==> config.mk <==
export PLATFORM = sky130hd
export DESIGN_NAME = serial_uart_endpoint
export DESIGN_NICKNAME = d
export VERILOG_FILES = /design/src/rtl/serial_uart_endpoint.sv
export SDC_FILE = /design/constraint.sdc
export NUM_CORES = 1
export LEC_CHECK = 0
export ABC_AREA = 1
export CORE_MARGIN = 8
export CORE_UTILIZATION = 45
export DETAILED_ROUTE_END_ITERATION = 12
export PLACE_DENSITY = 0.58
export SYNTH_ARGS = -nofsm -noshare
export SYNTH_HDL_FRONTEND = slang
export SYNTH_SLANG_ARGS = --single-unit
==> constraint.sdc <==
create_clock -name clock -period 2.74 [get_ports clock]
set_input_delay 0.548 -clock clock [delete_from_list [all_inputs] [get_ports clock]]
set_output_delay 0.548 -clock clock [all_outputs]
set_load 0.03 [all_outputs]
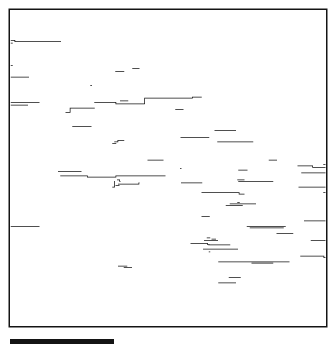
Run 1: the metal 3 layer
Scale bar: 50 um.
The longest straight run is 34.0 um. The layer holds 3.6% of the routed length. The layer carries 608 um of wire.
via count: 5500
DRT Wirelength: 16.7 mm
M3 GR Usage: 3.63%

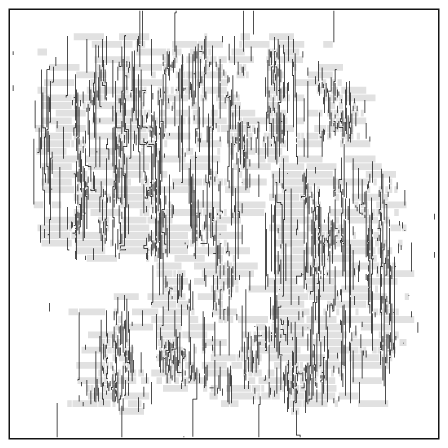
Run 1: signal wires on met2
Cells faint in the background.
The wires run mostly vertical. The layer holds 48% of the routed length. 641 nets have wire on it.
met2 Track Usage GR: 23.9%

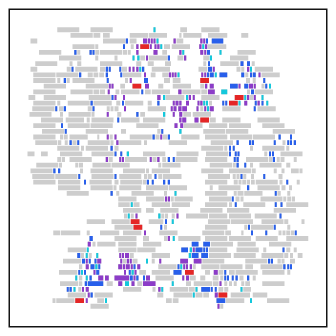
Run 1: selected gate families
Key: red = adder and majority cells [cells 11, most used ha_1]; cyan = inverters [cells 54, most used inv_1]; blue = NOR gates [cells 158, most used nor2_1, where all over the die]; purple = NAND gates [cells 134, most used nand2_1]
Top cell excl fill/tap: nor2_1
combinational share of cell area: 26.1%
post-route insts no fill: 1041

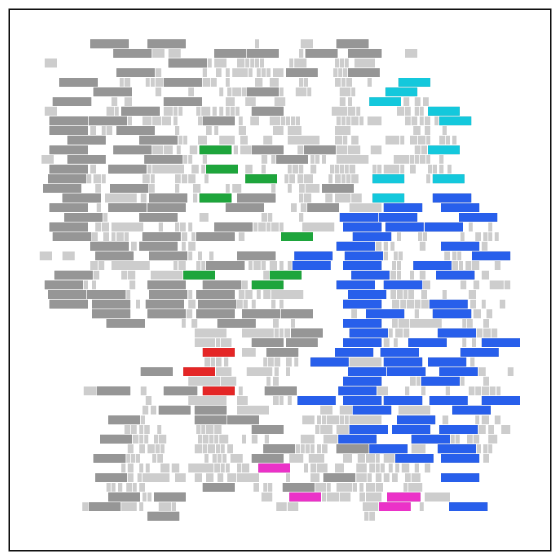
Run 1: where the registers sit
Other sequential cells in the stronger gray, the rest of the logic in the fainter gray.
Key: cyan = txCnt [placed flops 9, where top right]; red = rxBit [placed flops 3]; green = txByte [placed flops 8, where middle]; blue = rxMem [placed flops 64]; magenta = rxRd [placed flops 4]
Another 107 sequential cells are not colored.
fraction of area in registers: 57.9%
Finished Core Util: 51.7%
FF+latch area: 5530 um2
Seq. pwr: 3.70 mW

==> results.yml, run 1 <==
# flow metrics
drt:
  antenna_left: 0
  viasPerCell: 5.28
  drt_first_pass_iters: 5
  drc_errors: 0
  drt_iter0_drc: 299
logic_synthesis:
  synth_cells: 754
  mux_share_pct: 0
  yosys-stat-area_um2: 8360
  synth_area_um2: 8360
  synthFlopType: "edfxtp_1"
  synthAdderAreaFrac_pct: 1.65
  enable_flop_cells: 128
  xor_share_pct: 1.89
  top_logic_kind: "simple AND/OR/NAND/NOR gates"
  common_cells: "nor2_1 (129), edfxtp_1 (128), nand2_1 (94)"
  topCellsByArea: "edfxtp_1 (46%), dfrtp_1 (19%), nor2_1 (5.8%)"
  synth_seq_share_pct: 66.1
  async_flop_share_pct: 34.4
  synth_top_cell_by_area: "edfxtp_1"
  synth-cells-yosys: 754
  synth_top_area_share_pct: 46.0
global_routing:
  grt_pass1_vias: 5425
  grt_util_all_layers_pct: 14.8
sta:
  period_used_pct: 95.5
  hold_violations: 0
  fin_ws_ns: 0.122
  tns_ns: 0
  report.final.slew_viol_count: 0
  hold_ws_ns: 0.0825
  worst_pin_slew_ns: 0.864
  grt_setup_unrepaired: "true"
  max_freq_mhz: 382
die:
  core_um2: 18500
  chipArea_um2: 23200
  fp-utilization_pct: 45.3
  die_y_um: 152
worst_setup_path:
  path_class: "register to output port"
  reg2reg_depth: 9
  cp.required_ns: 2.19
  path_max_fanout: 34
  crit_path_frequent_cell: "o21ai_0"
  slowest_stage: "dfrtp_2"
  crit_path_end_kind: "output port"
placed_design:
  placed_cells: 1006
  dpl_cell_area_um2: 8950
  port_buffers: 25
  post-dp-hpwl_mm: 11.1
final_layout:
  num-fill-cells: 1574
  layout-drive-gt1-share_pct: 13.6
  diodes: 0
  syn2layout_area_growth_pct: 14.2
  fin_area_um2: 9550
  logic_area_um2: 2490
power:
  powerDensity_nw_per_um2: 934
  cellLeakagePower_nw: 3.87
clocking:
  cts_tree: "built"
  root_buffer: "clkbuf_16"
  cts.sinks: 195
  clk_latency_ns: 0.43
  clock_path_buffers: 2
  h-tree-depth: 4
  cts_setup_buffers: 0
  hold_buffers: 0
hold_path:
  min_path_type: "input pin to asynchronous set/reset pin"
flow_run:
  cap_viol_max_count: 0
  warnings: 28
run_status:
  status: "completed"
run 1: critical path: cells and delay by family, from the launching register on:
kind            cells  cell delay [ns]
flops               1             0.47
compound gates      4             0.53
buf+inv             3             0.64
run 1: layer usage:
metal	vias to the layer above	track usage [%]	wire, um
li1	2701	-	-
met1	2680	19.2	7820
met2	102	23.9	8090
met3	17	3.63	607
met4	0	4.90	205
met5	-	0	0
run 1: area by class of cell:
cell class                      count  area share (%)
Multi-Input combinational cell    476            26.1
Timing Repair Buffer               50            4.49
Tap cell                          234            3.07
Clock inverter                     13            1.76
Sequential cell                   195            57.9
Inverter                           54            2.20
Clock buffer                       19            4.53
run 1: power breakdown:
group          switching [mW]  internal, mW  leakage, nW
Combinational            1.77         0.939         1.40
Sequential              0.223          3.48         2.17
Clock                    1.13          1.38        0.295
Total                    3.12          5.80         3.87
==> run 2, diff against run 1 <==
CTS_BUF_LIST = sky130_fd_sc_hd__clkbuf_8   (was unset)
==> run 2 against run 1 <==
  * Clock-buffer cell count decreased by 2
  * Clock power decreased by 25%
  * Largest power group unchanged
  * Synthesized cell count stayed put
==> results.yml, run 2 <==
# flow metrics
power:
  p_int_mw: 5.29
  top_power_group: "registers"
  comb_power_mw: 2.76
  combPwrFrac_pct: 33.0
  clock_power_share_pct: 22.6
  power_switching_mw: 3.06
  vdd_drop_max_v: 0.000434
  cellLeakagePower_nw: 3.78
  seqPwrFrac_pct: 44.4
  power_mw: 8.35
  switching_share_pct: 36.7
  powerSeq_mw: 3.71
  clk-power_mw: 1.89
  powerDensity_nw_per_um2: 890
clocking:
  hold_buffers: 0
  root_buffer: "clkbuf_8"
  cts_made_buffers: 17
  cts_setup_buffers: 0
  cts_tree: "built"
  h-tree-depth: 4
  clk_latency_ns: 0.46
  clk_pin_slew_worst_paths_ns: 0.11
  cts.sinks: 195
  clock_path_buffers: 2
sta:
  skew_ns: 0.0155
  hold_violations: 0
  report.final.slew_viol_count: 0
  slew-limit-headroom_pct: 42.9
  grt_setup_unrepaired: "true"
  worst_pin_slew_ns: 0.853
  max_freq_mhz: 378
  fin_ws_ns: 0.0913
  period_used_pct: 96.7
  post-route-min-period_ns: 2.65
  tns_ns: 0
  finalSetupViolCount: 0
worst_setup_path:
  r2r_slack_ns: 0.28
  cp.arrival_ns: 2.10
  path_max_fanout: 8
  cp.required_ns: 2.19
  path_class: "register to output port"
  crit_path_end_kind: "output port"
  cp-start-kind: "register"
  reg2reg_depth: 9
final_layout:
  signal_buffers: 49
  final-clk-cell-share_pct: 4.36
  layout.nonclk_buf_share_pct: 4.69
  seq_share_pct: 58.9
  num-fill-cells: 1602
  layout-drive-gt1-share_pct: 14.1
  syn2layout_area_growth_pct: 12.2
  nNonClkInverters: 54
  diodes: 0
  clock_buffers: 17
  flop_area_um2: 5530
  comb_area_share_pct: 26.7
  fin_nets: 818
  seq_cell_count: 195
  logic_gates: 477
  logic_area_um2: 2500
  dominant_cells: "flip-flops and latches"
global_routing:
  grt_util_all_layers_pct: 14.6
  use_met2_pct: 23.7
  grt_max_degree: 49
  busiest_layer: "met2"
  grt_pass1_vias: 5372
  antenna_found_initial: 0
  grt_overflow: 0
  met1_usage_pct: 19.0
  grt_pass1_wl_mm: 27.3
placed_design:
  post-dp-hpwl_mm: 11.1
  place_worst_setup_slack_ns: 0.0166
  port_buffers: 25
  place_congestion: 0.827
logic_synthesis:
  async_flop_share_pct: 34.4
  synth_area_um2: 8360
  synthFlopType: "edfxtp_1"
  synth_top_area_share_pct: 46.0
  synthAdderAreaFrac_pct: 1.65
  yosys-stat-area_um2: 8360
  synth_nets: 778
  synthAoiAreaFrac_pct: 9.77
  synth_cells: 754
  top_logic_kind: "simple AND/OR/NAND/NOR gates"
  xor_share_pct: 1.89
  synth_seq_share_pct: 66.1
  common_cells: "nor2_1 (129), edfxtp_1 (128), nand2_1 (94)"
  ys.flops: 195
  synth_warnings: 0
  topCellsByArea: "edfxtp_1 (46%), dfrtp_1 (19%), nor2_1 (5.8%)"
  enable_flop_cells: 128
  synth_top_cell_by_area: "edfxtp_1"
  mux_share_pct: 0
  most_common_cell: "nor2_1"
  synth-cells-yosys: 754
  ys_sh_simple_pct: 16.4
hold_path:
  min_path_type: "input pin to asynchronous set/reset pin"
drt:
  drt_first_pass_iters: 5
  wl_met1_mm: 7.95
  routed.top_layer: "met4"
  antenna_left: 0
  drc_errors: 0
  viasPerCell: 5.26
  wl_per_cell_um: 16.2
  drt_iter0_drc: 338
  wl_met3_um: 527
  wl_met2_mm: 8.11
flow_run:
  cap_viol_max_count: 0
  warnings: 29
die:
  chipArea_um2: 23200
  core_um2: 18500
  rows: 50
  io-pin-count: 26
  die_y_um: 152
  dieWidth_um: 152
  fp-utilization_pct: 45.3
  taps: 234
run_status:
  status: "completed"
==> run 2: cell counts after synthesis <==
No cell type changed its count.
==> run 2: worst max-delay path, cell delays in order (launching register included) <==
cell and delay, ns:
dfrtp_2 0.50, xnor2_1 0.17, nand2_1 0.10, nor2_2 0.21
nand2_2 0.17, o21ai_0 0.11, a31oi_1 0.06, clkdlybuf4s15_2 0.31
==> run 2: per-stage QoR <==
step	hold WS (ns)	instances	utilization, %	area [um2]
6_report	0.0382	1041	50.8	9380
5_1_grt	0.0422	1041	50.8	9380
4_1_cts	0.0243	1038	50.8	9380
3_5_place_dp	0.353	1006	48.5	8950
3_3_place_gp	0.354	1006	48.5	8950
2_1_floorplan	0.252	754	-	8360
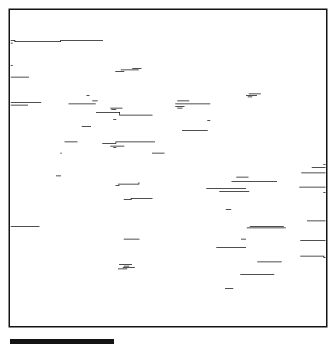
Run 2: the metal 3 layer
Scale bar: 50 um.
The layer carries 528 um of wire. 45 nets have wire on it.
DRT Wirelength: 16.8 mm
via count: 5479
M3 GR Usage: 3.20%

Power is estimated from default activity; no workload was simulated.
